==> src/rtl/twos_comp_to_sign_mag_serial_pkg.sv <==
// Shared definitions for the serial 2's complement -> sign/magnitude decoder:
// FSM state encodings and a constant-evaluable ceil(log2) helper.
package twos_comp_pkg;

    typedef enum logic [1:0] {
        ST_IDLE = 2'd0,
        ST_CONV = 2'd1,
        ST_DONE = 2'd2
    } state_t;

    function automatic int clog2(input int value);
        int r;
        r = 0;
        while ((1 << r) < value) r = r + 1;
        return r;
    endfunction

endpackage

==> src/rtl/twos_comp_to_sign_mag_serial_if.sv <==
// Handshake bundle for the serial decoder: an input word channel and a
// result channel, each a valid/ready pair.
interface twos_comp_to_sign_mag_serial_if #(
    parameter int WIDTH = 8
);
    // Both channels: a transfer happens on a rising clk edge where valid and
    // ready are both high; the producer keeps valid and data stable until then.
    logic             in_valid;
    logic             in_ready;
    logic [WIDTH-1:0] twos_in;
    logic             out_valid;
    logic             out_ready;
    logic             sign_out;
    logic [WIDTH-1:0] mag_out;
    logic             min_neg;

    modport slave (
        input  in_valid, twos_in, out_ready,
        output in_ready, out_valid, sign_out, mag_out, min_neg
    );

    modport master (
        output in_valid, twos_in, out_ready,
        input  in_ready, out_valid, sign_out, mag_out, min_neg
    );
endinterface

==> src/rtl/twos_comp_to_sign_mag_serial_bit_cell.sv <==
// One serial negation step: copy bits until the first 1 has gone by, then
// invert the rest when the word is negative.
module serial_twos_bit_cell (
    input  logic clk,
    input  logic rst_n,
    input  logic clear,
    input  logic en,
    input  logic x,
    input  logic sign,
    output logic b
);
    logic seen_one_q;
    logic seen_one_d;

    always_comb begin
        seen_one_d = seen_one_q;
        if (clear) begin
            seen_one_d = 1'b0;
        end else if (en) begin
            seen_one_d = seen_one_q | x;
        end
    end

    always_ff @(posedge clk) begin
        if (!rst_n) begin
            seen_one_q <= 1'b0;
        end else begin
            seen_one_q <= seen_one_d;
        end
    end

    // The flag only reflects earlier bits, so the first 1 itself is copied.
    assign b = (sign & seen_one_q) ? ~x : x;
endmodule

==> src/rtl/twos_comp_to_sign_mag_serial.sv <==
// Bit-serial 2's complement -> sign/magnitude decoder, LSB first, one bit per
// clock, with valid/ready handshakes on the word and result channels.
module twos_comp_to_sign_mag_serial
    import twos_comp_pkg::*;
#(
    parameter int WIDTH = 8
) (
    input  logic                                  clk,
    input  logic                                  rst_n,
    twos_comp_to_sign_mag_serial_if.slave         bus,
    output state_t                                dbg_state
);
    localparam int                 CNT_W    = clog2(WIDTH);
    localparam logic [CNT_W-1:0]   LAST_CNT = CNT_W'(WIDTH - 1);
    localparam logic [WIDTH-1:0]   MIN_MAG  = {1'b1, {(WIDTH-1){1'b0}}};

    state_t             state_q, state_d;
    logic [WIDTH-1:0]   shift_q, shift_d;
    logic [WIDTH-1:0]   mag_q, mag_d;
    logic [CNT_W-1:0]   cnt_q, cnt_d;
    logic               sign_q, sign_d;
    logic               min_neg_q, min_neg_d;
    logic               accept;
    logic               bit_en;
    logic               b;

    assign accept = (state_q == ST_IDLE) && bus.in_valid;
    assign bit_en = (state_q == ST_CONV);

    serial_twos_bit_cell u_bit_cell (
        .clk   (clk),
        .rst_n (rst_n),
        .clear (accept),
        .en    (bit_en),
        .x     (shift_q[0]),
        .sign  (sign_q),
        .b     (b)
    );

    always_comb begin
        state_d   = state_q;
        shift_d   = shift_q;
        mag_d     = mag_q;
        cnt_d     = cnt_q;
        sign_d    = sign_q;
        min_neg_d = min_neg_q;
        case (state_q)
            ST_IDLE: begin
                if (bus.in_valid) begin
                    shift_d   = bus.twos_in;
                    sign_d    = bus.twos_in[WIDTH-1];
                    cnt_d     = '0;
                    min_neg_d = 1'b0;
                    state_d   = ST_CONV;
                end
            end
            ST_CONV: begin
                shift_d = shift_q >> 1;
                mag_d   = {b, mag_q[WIDTH-1:1]};
                cnt_d   = cnt_q + 1'b1;
                if (cnt_q == LAST_CNT) begin
                    // Result flags are registered together with out_valid.
                    min_neg_d = sign_q && (mag_d == MIN_MAG);
                    state_d   = ST_DONE;
                end
            end
            ST_DONE: begin
                if (bus.out_ready) begin
                    state_d = ST_IDLE;
                end
            end
            default: begin
                state_d = ST_IDLE;
            end
        endcase
    end

    always_ff @(posedge clk) begin
        if (!rst_n) begin
            state_q   <= ST_IDLE;
            shift_q   <= '0;
            mag_q     <= '0;
            cnt_q     <= '0;
            sign_q    <= 1'b0;
            min_neg_q <= 1'b0;
        end else begin
            state_q   <= state_d;
            shift_q   <= shift_d;
            mag_q     <= mag_d;
            cnt_q     <= cnt_d;
            sign_q    <= sign_d;
            min_neg_q <= min_neg_d;
        end
    end

    assign bus.in_ready  = (state_q == ST_IDLE);
    assign bus.out_valid = (state_q == ST_DONE);
    assign bus.sign_out  = sign_q;
    assign bus.mag_out   = mag_q;
    assign bus.min_neg   = min_neg_q;
    assign dbg_state     = state_q;
endmodule

==> src/flat_wrapper.sv <==
// flat-port wrapper written by rule: the top's interface ports become plain ports
module twos_comp_to_sign_mag_serial_flat import twos_comp_pkg::*;
#(
    parameter int WIDTH = 8
)
  (clk, rst_n, dbg_state, bus_in_valid, bus_twos_in, bus_out_ready, bus_in_ready, bus_out_valid, bus_sign_out, bus_mag_out, bus_min_neg);
  twos_comp_to_sign_mag_serial_if #(.WIDTH(WIDTH)) bus_i ();
  input  logic clk;
  input  logic rst_n;
  output state_t dbg_state;
  input wire logic [$bits(bus_i.in_valid)-1:0] bus_in_valid;
  input wire logic [$bits(bus_i.twos_in)-1:0] bus_twos_in;
  input wire logic [$bits(bus_i.out_ready)-1:0] bus_out_ready;
  output wire logic [$bits(bus_i.in_ready)-1:0] bus_in_ready;
  output wire logic [$bits(bus_i.out_valid)-1:0] bus_out_valid;
  output wire logic [$bits(bus_i.sign_out)-1:0] bus_sign_out;
  output wire logic [$bits(bus_i.mag_out)-1:0] bus_mag_out;
  output wire logic [$bits(bus_i.min_neg)-1:0] bus_min_neg;
  assign bus_i.in_valid = bus_in_valid;
  assign bus_i.twos_in = bus_twos_in;
  assign bus_i.out_ready = bus_out_ready;
  assign bus_in_ready = bus_i.in_ready;
  assign bus_out_valid = bus_i.out_valid;
  assign bus_sign_out = bus_i.sign_out;
  assign bus_mag_out = bus_i.mag_out;
  assign bus_min_neg = bus_i.min_neg;
  twos_comp_to_sign_mag_serial #(.WIDTH(WIDTH)) u_core (.clk(clk), .rst_n(rst_n), .bus(bus_i), .dbg_state(dbg_state));
endmodule
==> config.mk <==
export PLATFORM = sky130hd
export DESIGN_NAME = twos_comp_to_sign_mag_serial_flat
export DESIGN_NICKNAME = d
export VERILOG_FILES = /design/src/rtl/twos_comp_to_sign_mag_serial_pkg.sv /design/src/rtl/twos_comp_to_sign_mag_serial_if.sv /design/src/rtl/twos_comp_to_sign_mag_serial_bit_cell.sv /design/src/rtl/twos_comp_to_sign_mag_serial.sv /design/src/flat_wrapper.sv
export SDC_FILE = /design/constraint.sdc
export NUM_CORES = 1
export LEC_CHECK = 0
export ABC_AREA = 1
export CORE_ASPECT_RATIO = 1.1
export CORE_UTILIZATION = 29
export CTS_CLUSTER_SIZE = 28
export DETAILED_ROUTE_END_ITERATION = 8
export PLACE_DENSITY_LB_ADDON = 0.12
export SETUP_SLACK_MARGIN = 0.15
export SYNTH_ARGS = -nofsm -noshare
export SYNTH_HDL_FRONTEND = slang
export SYNTH_SLANG_ARGS = --single-unit
==> constraint.sdc <==
create_clock -name clk -period 1.14 [get_ports clk]
set_input_delay 0.114 -clock clk [delete_from_list [all_inputs] [get_ports clk]]
set_output_delay 0.114 -clock clk [all_outputs]
set_load 0.05 [all_outputs]
==> impl_metrics.toml, run 1 <==
# generated from flow reports
[place]
dp.cells = 223
dp_slack_ns = -0.0303

[power]
p_leak_nw = 0.725
maxPowerGroup = "registers"
pwr-share-seq_pct = 46.3
fin_total_pwr_w = 0.00210
powerClk_w = 0.000517
ir_drop_mv = 0.507
comb-power_w = 0.000612
clkPwrFrac_pct = 24.6

[timing]
fin_crit_ns = 1.16
finClkSkew_ns = 0.00339
fin_setup_tns_ns = -0.0329
setup_violations = 2
tightest_slew_ns = 0.292
fmax_ghz = 0.860
finalCritPeriodShare_pct = 102
worst_slack_ns = -0.0226
rsz0062_at_grt = "true"

[status]
status = "finished, violations left"
violations = "negative setup slack"

[synthesis]
ys_seq_share_pct = 44.1
yosysWarnings = 0
postSynthCellCount = 143
ys_top_cells_by_count = "nand2_1 (34), dfxtp_1 (24), nor2_1 (23)"
xor_share_pct = 0
synth.area.mux_share_pct = 0
synth-main-ff-cell = "dfxtp_1"
adder_share_pct = 2.30
synth_top_cell_by_count = "nand2_1"
yosysUniqueCellTypes = 24
top_area_cell = "dfxtp_1"
yosys.area.top_type_share_pct = 44.1

[cells_and_area]
syn2layout_area_growth_pct = 59.5
final_cell_mix = "nand2_1 (32), nor2_1 (22), buf_12 (15), dfxtp_1 (15), clkdlybuf4s50_1 (11)"
seq_share_pct = 28.6
nNonClkInverters = 13
num-multi-input-gates = 102
n_all_buffers = 37
seqCellArea_um2 = 497
final-clk-cell-share_pct = 2.59

[critical_path]
critPathKind = "reg -> out"
endpoint = "bus_out_valid"
end_kind = "primary output"
start_kind = "flop"
crit_fanout = 3
required_ns = 1.03
rr_endpoint = "u_core.bus.min_neg$_SDFFE_PN0P_"
r2r_slack_ns = -0.01

[die]
die_w_um = 60.5
chip_area_um2 = 4010
io_pins = 26
fp_util_pct = 30.1

[cts]
clk_latency_ns = 0.27
cts_root_buffer = "clkbuf_8"
hold_buffers = 0
path_clk_slew_ns = 0.08
ctsResizeCount = 9
cts_max_level = 1

[routing]
drt_first_pass_iters = 4
drc = 0
post_drt_wl_per_cell_um = 10.3
wl_met1_um = 1090
top_layer_used = "met4"

[hold_path]
worstHoldStart = "bus_twos_in[7]"

[global_routing]
grt_pass1_vias = 918
top_usage_layer = "met2"
grt_first_pass_wirelength_um = 3940
grt_use_total_pct = 13.1

[job]
cap_viol_max_count = 0
warnings = 29
==> run_1/m1.png <==
Supply wires on this layer in gray.
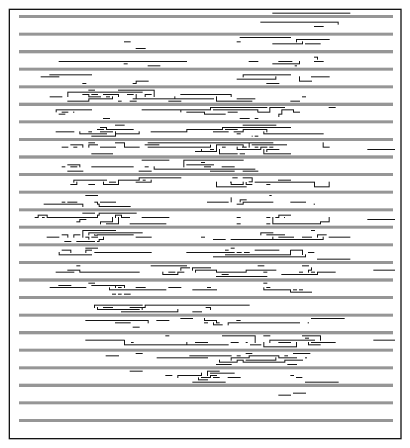
The layer carries 1090 µm of wire. The longest straight run is 19.8 µm.
drt total wl: 2370 µm
grt met1 use: 16.2%
via count: 994

==> run_1/m2.png <==
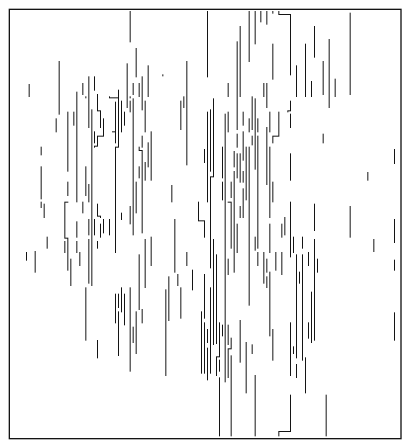
The longest straight run is 41.5 µm. The layer carries 1170 µm of wire. The layer holds 49% of the routed length. The wires run mostly vertical. 153 nets have wire on it.
met2 Use GR: 21.7%

==> run_1/m3.png <==
The bar under the picture is 20 µm long.
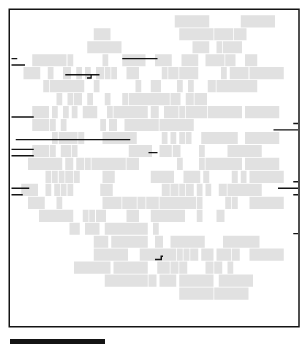
The wires run mostly horizontal. 16 nets have wire on it. The longest straight run is 23.7 µm. The layer carries 76.3 µm of wire.
GRT met3 Usage: 2.35%

==> run_1/gates.png <==
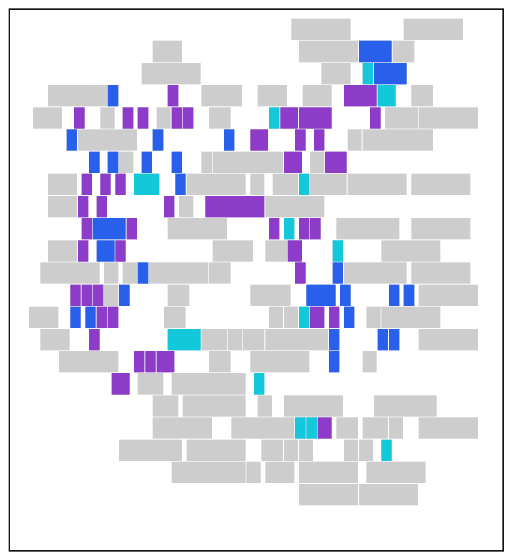
Key: inv cells = cyan [cells 13]; nand cells = purple [cells 44]; nor cells = blue [cells 27]
Finished Layout Cells: 230
most instantiated logic cell after routing: nand2_1
logic gate fraction of the total cell area: 33.0%

==> run_1/clock_nets.png <==
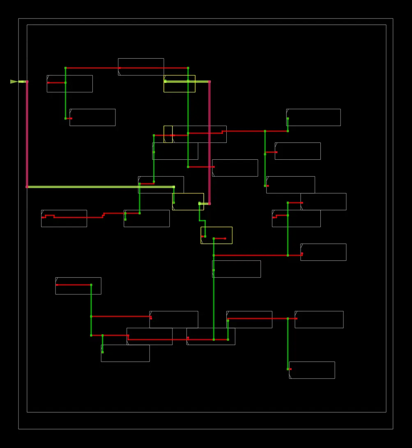

==> run 2, diff against run 1 <==
Settings changed: CORE_UTILIZATION 29 to 45.
==> run_2/clock_nets.png <==
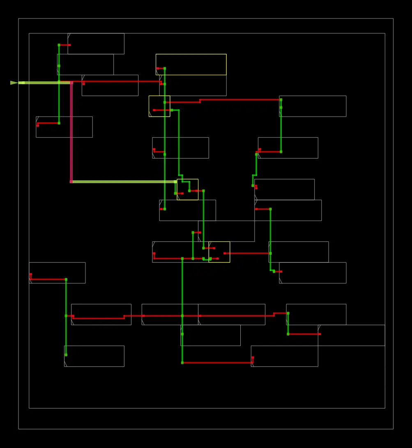
clk sinks: 24
clk pwr: 0.000523 W
CTS buffer count: 3
Insertion Delay late pin: 0.31 ns

==> run 2 against run 1 <==
The flow still finishes with violations (negative setup slack). Combinational power increased by 18%. Utilization up 35 points. Routed wire length increased by 22%. Non-clock buffer count up 3. Synthesized cell count unchanged. Register-to-register slack got worse by 0.07 ns. Critical path depth is 1 lower. Sequential cell count unchanged. Clock skew grew 0.0040 ns. First-iteration DRC count shrank 45%. Largest cell class unchanged.
==> impl_metrics.toml, run 2 <==
# generated from flow reports
[routing]
drt_first_pass_iters = 4
top_layer_used = "met4"
drc = 0
post_drt_wl_per_cell_um = 13.4
drt_wl_total_um = 2900

[cts]
ctsResizeCount = 35
cts_root_buffer = "clkbuf_4"
hold_buffers = 0

[cells_and_area]
layout.cells.most_common = "nand2_1"
seqCellArea_um2 = 515
nNonClkInverters = 15
sh_comb_area_pct = 34.4
final-clk-cell-share_pct = 2.54
n_all_buffers = 40
final_cell_mix = "nand2_1 (29), nor2_1 (16), buf_12 (16), clkdlybuf4s50_1 (11), dfxtp_1 (10)"

[power]
pwr-share-seq_pct = 44.0
comb-power_w = 0.000721
p_leak_nw = 0.793

[timing]
rsz0062_at_grt = "true"
worst_slack_ns = -0.104
setup_violations = 14
fin_crit_ns = 1.24
tightest_slew_ns = 0.289
fin_setup_tns_ns = -0.880
fmax_ghz = 0.804

[global_routing]
grt_use_total_pct = 23.0
grt_pass1_vias = 1068
grt_first_pass_wirelength_um = 4520
top_usage_layer = "met2"
met2_usage_pct = 43.8
grt_use_met3_pct = 4.52

[hold_path]
worstHoldStart = "bus_out_ready"

[synthesis]
adder_share_pct = 2.30
yosysWarnings = 0
synth.area.mux_share_pct = 0
yosys.area.top_type_share_pct = 44.1
ys_seq_share_pct = 44.1
xor_share_pct = 0
top_area_cell = "dfxtp_1"

[critical_path]
required_ns = 1.03
endpoint = "bus_out_valid"
rr_endpoint = "u_core.shift_q[3]$_SDFFE_PN0P_"

[status]
violations = "negative setup slack"
status = "finished, violations left"

[place]
dp_slack_ns = -0.0152
dp.cells = 203

[die]
die_w_um = 48.9
chip_area_um2 = 2620
io_pins = 26
==> run 3, diff against run 2 <==
Settings changed: CORE_UTILIZATION 45 to 48.
==> run 3 against run 2 <==
The flow now stops in 5_1_grt. Synthesized cell count stayed put. Area after synthesis stayed put.
==> impl_metrics.toml, run 3 <==
# implementation run metrics
[synthesis]
syn_area_um2 = 1090
ys_top_cells_by_count = "nand2_1 (34), dfxtp_1 (24), nor2_1 (23)"
topCellsByArea = "dfxtp_1 (44%), nand2_1 (12%), nor2_1 (7.9%)"
simple_gate_share_pct = 29.2
yosys.area.top_type_share_pct = 44.1
yosys.area_share.aoi_pct = 15.4
adder_share_pct = 2.30
syn_area_per_cell_um2 = 7.62
ys_ff = 24
ys_top_logic_family = "simple AND/OR/NAND/NOR gates"
ys_area_um2 = 1090
postSynthCellCount = 143
async_reset_ff_share_pct = 0
synth-main-ff-cell = "dfxtp_1"
syn_nets = 157
xor_share_pct = 0
ys_cells = 143
ys_seq_share_pct = 44.1
yosysUniqueCellTypes = 24
synth-edff-count = 0
synth_top_cell_by_count = "nand2_1"
top_area_cell = "dfxtp_1"
synth.area.mux_share_pct = 0
yosysWarnings = 0

[cts]
cts_setup_buffers = 12
cts.sinks = 24
ctsResizeCount = 56
numCtsBuffers = 3
cts_buffer_depth = 2
cts_max_level = 1
cts_root_buffer = "clkbuf_4"
hold_buffers = 0

[place]
dp_slack_ns = -0.0175
dp.cells = 197
place_hpwl_um = 1730
port_buffers = 25
placed_cell_area_um2 = 1540
gp_congestion = 0.802

[timing]
grt-worst-endpoint = "bus_out_valid"
worstEndpointType = "output port"

[status]
tool.error = "[ERROR DPL-0038] Utilization greater than 100%, impossible to legalize"
status = "aborted with a tool error"
lastStage = "5_1_grt"

[die]
rows = 17
die_w_um = 47.4
io_pins = 26
fp_util_pct = 52.8
die_y_um = 52.0

[global_routing]
grt_max_degree = 15
==> run 4, diff against run 3 <==
Settings changed: CORE_AREA set to 2 2 63 65, CORE_ASPECT_RATIO 1.1 to unset, CORE_UTILIZATION 48 to unset, CTS_CLUSTER_SIZE 28 to unset, DIE_AREA set to 0 0 65 67, PLACE_DENSITY_LB_ADDON 0.12 to 0.15, SETUP_SLACK_MARGIN 0.15 to unset.
==> run_4/m1.png <==
Supply wires on this layer in gray.
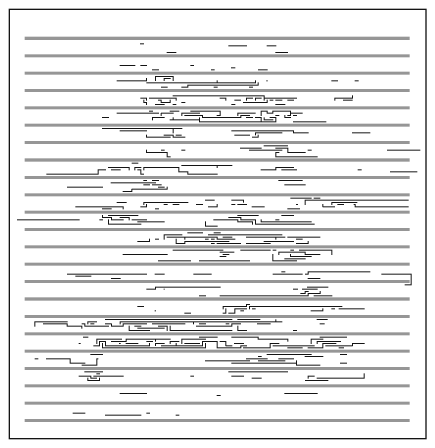
The longest straight run is 25.3 µm. The layer carries 1100 µm of wire. The wires run mostly horizontal. The layer holds 46% of the routed length.
drt total wl: 2400 µm
grt met1 use: 15.1%
via count: 995

==> run 4 against run 3 <==
The flow now finishes with violations (negative setup slack). Area after synthesis is the same. Synthesized cell count is the same.
==> impl_metrics.toml, run 4 <==
# generated from flow reports
[status]
status = "finished, violations left"
violations = "negative setup slack"

[cts]
ctsResizeCount = 4
cts.sinks = 24
cts_buffer_depth = 2
cts_root_buffer = "clkbuf_8"
hold_buffers = 0
numCtsBuffers = 3
cts_setup_buffers = 2

[critical_path]
crit_buf_inv = 2
crit_arrival_ns = 1.04
path_delay_family = "flip-flops"

[synthesis]
syn_area_um2 = 1090
adder_share_pct = 2.30
xor_share_pct = 0
synth-main-ff-cell = "dfxtp_1"
yosys.area.top_type_share_pct = 44.1
ys_area_um2 = 1090
ys_cells = 143
top_area_cell = "dfxtp_1"
ys_top_logic_family = "simple AND/OR/NAND/NOR gates"
synth.area.mux_share_pct = 0
yosys.area_share.aoi_pct = 15.4
ys_top_cells_by_count = "nand2_1 (34), dfxtp_1 (24), nor2_1 (23)"
async_reset_ff_share_pct = 0
synth_top_cell_by_count = "nand2_1"
ys_seq_share_pct = 44.1
syn_area_per_cell_um2 = 7.62
simple_gate_share_pct = 29.2
synth-edff-count = 0
topCellsByArea = "dfxtp_1 (44%), nand2_1 (12%), nor2_1 (7.9%)"
yosysUniqueCellTypes = 24
syn_nets = 157
yosysWarnings = 0

[place]
port_buffers = 25
place_hpwl_um = 1820
dp.cells = 220
placed_cell_area_um2 = 1590
dp_slack_ns = -0.0169
gp_congestion = 0.765

[timing]
report.final.slew_viol_count = 0
setup_violations = 2
finalCritPeriodShare_pct = 101
worst_slack_ns = -0.0135

[cells_and_area]
ff_count = 24
combGateArea_um2 = 551
instances_no_fill = 227

[routing]
top_layer_used = "met4"

[die]
fp_util_pct = 30.2
die_w_um = 65
die_y_um = 67
io_pins = 26
rows = 22

[global_routing]
grt_use_total_pct = 11.8
Power figures rest on the tool's default switching activity, not on a simulated workload.
